File: src/rtl/bit_serial_alu.sv
// Bit-serial ALU: AND/OR/ADD/SUB/SLT through a single 1-bit slice, LSB first, WIDTH+2 cycles per op.
// Define BIT_SERIAL_ALU_FLAGS_EN to add the registered zero and ovf outputs.
//
// state | meaning
// IDLE  | waiting for start; operands latched when start is seen
// RUN   | one bit per cycle through the slice, bit counter 0..WIDTH-1
// DONE  | one-cycle done pulse; result/cout already loaded
module bit_serial_alu #(
  parameter int WIDTH = 8
) (
  input  logic             clk,
  input  logic             rst,
  input  logic             start,
  input  logic [WIDTH-1:0] a,
  input  logic [WIDTH-1:0] b,
  input  logic             cin,
  input  logic             add_sub,
  input  logic [1:0]       op,
  output logic             busy,
  output logic             done,
  output logic [WIDTH-1:0] result,
  output logic             cout
`ifdef BIT_SERIAL_ALU_FLAGS_EN
  ,
  output logic             zero,
  output logic             ovf
`endif
);

  localparam int CW = $clog2(WIDTH);
  localparam logic [CW-1:0] LAST = CW'(WIDTH - 1);

  localparam logic [2:0] OP_AND = 3'b000;
  localparam logic [2:0] OP_OR  = 3'b001;
  localparam logic [2:0] OP_ADD = 3'b010;
  localparam logic [2:0] OP_SUB = 3'b110;
  localparam logic [2:0] OP_SLT = 3'b111;

  typedef enum logic [1:0] {IDLE, RUN, DONE} state_t;

  state_t           state, state_nxt;
  logic [WIDTH-1:0] a_q, b_q;
  logic [WIDTH-2:0] res_sh;
  logic [2:0]       sel_q;
  logic [CW-1:0]    cnt;
  logic             carry;

  logic             bx, sum, co, bit_s, is_arith, v, cout_fin;
  logic [WIDTH-1:0] res_fin;
  logic [2:0]       sel_in;

  assign sel_in = {add_sub, op};
  assign busy   = (state != IDLE);
  assign done   = (state == DONE);

  always_ff @(posedge clk or posedge rst) begin
    if (rst) state <= IDLE;
    else     state <= state_nxt;
  end

  always_comb begin
    state_nxt = state;
    case (state)
      IDLE:    if (start) state_nxt = RUN;
      RUN:     if (cnt == LAST) state_nxt = DONE;
      DONE:    state_nxt = IDLE;
      default: state_nxt = IDLE;
    endcase
  end

  // Slice; sel_q[2] selects the inverted-B path used by SUB and SLT.
  always_comb begin
    bx       = sel_q[2] ? ~b_q[0] : b_q[0];
    sum      = a_q[0] ^ bx ^ carry;
    co       = (a_q[0] & bx) | (carry & (a_q[0] ^ bx));
    is_arith = (sel_q == OP_ADD) || (sel_q == OP_SUB);
    v        = carry ^ co;
    bit_s    = 1'b0;
    case (sel_q)
      OP_AND:                 bit_s = a_q[0] & b_q[0];
      OP_OR:                  bit_s = a_q[0] | b_q[0];
      OP_ADD, OP_SUB, OP_SLT: bit_s = sum;
      default:                bit_s = 1'b0;
    endcase
    if (sel_q == OP_SLT) res_fin = {{(WIDTH-1){1'b0}}, sum ^ v};
    else                 res_fin = {bit_s, res_sh};
    cout_fin = is_arith & co;
  end

  always_ff @(posedge clk or posedge rst) begin
    if (rst) begin
      a_q    <= '0;
      b_q    <= '0;
      sel_q  <= '0;
      cnt    <= '0;
      carry  <= 1'b0;
      res_sh <= '0;
      result <= '0;
      cout   <= 1'b0;
`ifdef BIT_SERIAL_ALU_FLAGS_EN
      zero   <= 1'b0;
      ovf    <= 1'b0;
`endif
    end else begin
      case (state)
        IDLE: if (start) begin
          a_q   <= a;
          b_q   <= b;
          sel_q <= sel_in;
          cnt   <= '0;
          carry <= (sel_in == OP_ADD) ? cin : ((sel_in == OP_SUB) || (sel_in == OP_SLT));
        end
        RUN: begin
          a_q   <= a_q >> 1;
          b_q   <= b_q >> 1;
          carry <= co;
          cnt   <= cnt + 1'b1;
          // Outputs change only on the edge into DONE; lower bits accumulate in res_sh.
          if (cnt == LAST) begin
            result <= res_fin;
            cout   <= cout_fin;
`ifdef BIT_SERIAL_ALU_FLAGS_EN
            zero   <= (res_fin == '0);
            ovf    <= is_arith & v;
`endif
          end else begin
            res_sh[cnt] <= bit_s;
          end
        end
        default: ;
      endcase
    end
  end

endmodule

File: config.mk
export PLATFORM = sky130hd
export DESIGN_NAME = bit_serial_alu
export DESIGN_NICKNAME = d
export VERILOG_FILES = /design/src/rtl/bit_serial_alu.sv
export SDC_FILE = /design/constraint.sdc
export NUM_CORES = 1
export LEC_CHECK = 0
export CAP_MARGIN = 10
export CORE_MARGIN = 8
export CORE_UTILIZATION = 51
export DETAILED_ROUTE_END_ITERATION = 6
export GPL_ROUTABILITY_DRIVEN = 1
export GPL_TIMING_DRIVEN = 1
export PLACE_DENSITY = 0.78
export REMOVE_ABC_BUFFERS = 1
export SLEW_MARGIN = 5
export SYNTH_ARGS = -nofsm -noshare
export SYNTH_HDL_FRONTEND = slang
export SYNTH_SLANG_ARGS = --single-unit
File: constraint.sdc
create_clock -name clk -period 2.7 [get_ports clk]
set_input_delay 0.27 -clock clk [delete_from_list [all_inputs] [get_ports clk]]
set_output_delay 0.27 -clock clk [all_outputs]
set_load 0.02 [all_outputs]
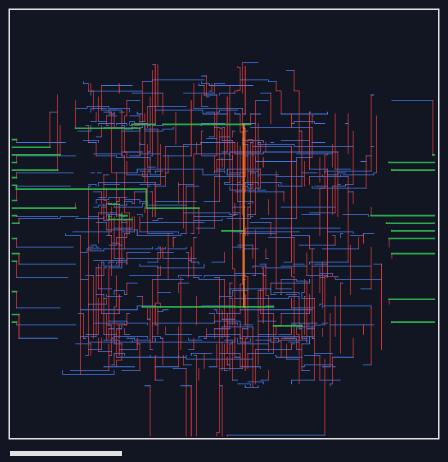
(images/wires.png)
The bar under the picture is 20 µm long.
colour	layer	wire length
orange	metal 4	32.6 µm
blue	metal 1	1690 µm
green	metal 3	228 µm
red	metal 2	1860 µm

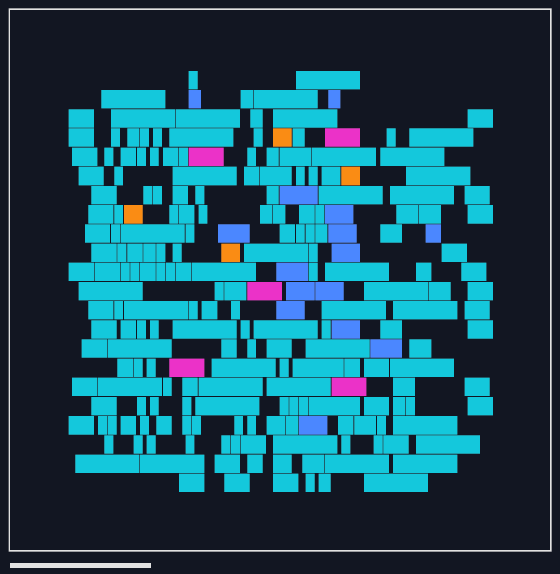
(images/sizes.png)
The bar under the picture is 20 µm long.
colour	size	cells
blue	_2 cells	15
orange	_3 and _4 cells	4
magenta	_6 and larger	5
cyan	_0 and _1 cells	198

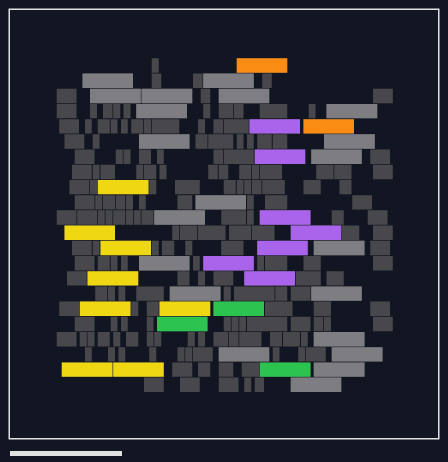
(images/flops_by_reg.png)
The bar under the picture is 20 µm long.
colour	signal	flops
yellow	`a_q`	8
purple	`res_sh`	7
orange	`state`	2
green	`sel_q`	3
utilization after layout: 64.7%
Seq/total area: 44.0%
power consumed by sequential cells: 1.13 mW
FF+latch area: 1030 µm²

## registers in the layout (all words and copies together), names as in the netlist
name and flops:
a_q 8, b_q 8, result 8, res_sh 7
cnt 3, sel_q 3, state 2, carry 1
cout 1
## worst paths after layout
check	to	depth (start not counted)	slack (ps)	start
min in group clk	result[0]$_DFFE_PP0P_	2	480	result[0]$_DFFE_PP0P_
setup / recovery	res_sh[6]$_DFFE_PP0P_	4	700	sel_q[2]$_DFFE_PP0P_
setup reg to reg	res_sh[6]$_DFFE_PP0P_	4	700	sel_q[2]$_DFFE_PP0P_
max in group asynchronous	res_sh[2]$_DFFE_PP0P_	3	1960	rst
hold / removal	a_q[6]$_DFFE_PP0P_	3	400	rst
hold reg to reg	result[0]$_DFFE_PP0P_	2	480	result[0]$_DFFE_PP0P_
==> results.py <==
# Synthesis and PnR figures
metrics = {
    "placement": {
        "place_congestion": 0.768,
        "postPlaceCellArea_um2": 2250,
        "io_buffers": 33,
        "dp_cells": 262,
        "post_place_setup_slack_ps": 707,
    },
    "floorplanning": {
        "initial_utilization_pct": 51.9,
        "area_of_the_die_um2": 5860,
        "tap-cell-count": 48,
    },
    "min_path": {
        "worst_min_delay_path_category": "primary input to asynchronous set/reset pin",
    },
    "final_layout": {
        "layout.cells.largest_class": "flip-flops and latches",
        "num_antenna_cells": 0,
        "area.share.combinational_pct": 33.3,
        "layout_top_cells_excl_fill_tap": "47 x sky130_fd_sc_hd__nand2_1, 41 x sky130_fd_sc_hd__dfrtp_1, 33 x sky130_fd_sc_hd__clkdlybuf4s50_1",
        "drive_gt1_share_pct": 10.8,
        "multiInputGateArea_um2": 777,
        "num-nets-final": 248,
        "nonClockInverterCount": 7,
        "finish.instance_area_um2": 2330,
        "clkbuf_count": 6,
        "finish.cell_count_without_fillers": 270,
    },
    "detailed_routing": {
        "drc_errors": 0,
        "detailedRoute.firstIterationViolations": 37,
        "wire_per_inst_um": 14.1,
        "via_per_inst": 5.37,
        "route.final.wire_length_um": 3810,
        "num_vias": 1449,
    },
    "critical_path": {
        "cp_max_fo": 8,
        "cp.required_ps": 2870,
        "crit_path_top_delay_cell": "sky130_fd_sc_hd__dfrtp_1",
        "critical-path-max-stage-delay_ps": 470,
        "critPathLaunchType": "flop",
        "cpLargestDelayFamily": "flip-flops",
    },
    "grt": {
        "grt_max_degree": 42,
        "first_global_vias": 1523,
        "globalRouteTotalUtil_pct": 13.6,
        "grt_use_met3_pct": 5.66,
        "globalRoute.busiestLayer": "met2",
    },
    "pwr": {
        "power.share.combinational_pct": 43.3,
        "post-layout-total-power_mw": 2.66,
        "powerDensity_nw_per_um2": 1140,
        "largest_vdd_supply_drop_v": 0.000499,
    },
    "yosys": {
        "synthDominantAreaCellType": "sky130_fd_sc_hd__dfrtp_1",
        "ys_area_um2": 1870,
        "post_synth_mux_area_share_pct": 4.21,
        "most_common_cell": "sky130_fd_sc_hd__nand2_1",
        "synth.cellmix.adderShare_pct": 4.08,
        "netlist-cell-type-count": 30,
        "synth.area.top_cells": "sky130_fd_sc_hd__dfrtp_1 55%, sky130_fd_sc_hd__nand2_1 9.4%, sky130_fd_sc_hd__a31oi_1 5.0%",
        "ys_sh_simple_pct": 19.6,
        "yosys_warnings": 0,
        "ys_cells": 188,
    },
    "outcome": {
        "status": "complete, no violations",
    },
    "sta": {
        "period_minus_slack_ps": 2000,
        "final-hold-violation-count": 0,
        "grt_setup_unrepaired": "false",
        "totalNegativeSetupSlack_ps": 0,
        "final.hold.worst_slack_ps": 396,
    },
    "clock_tree": {
        "cts_hold_repair.buffers": 0,
        "clock_latency_ps": 290,
        "cts-root-to-sink-buffers": 2,
    },
}
Power and IR drop assume default switching activity.
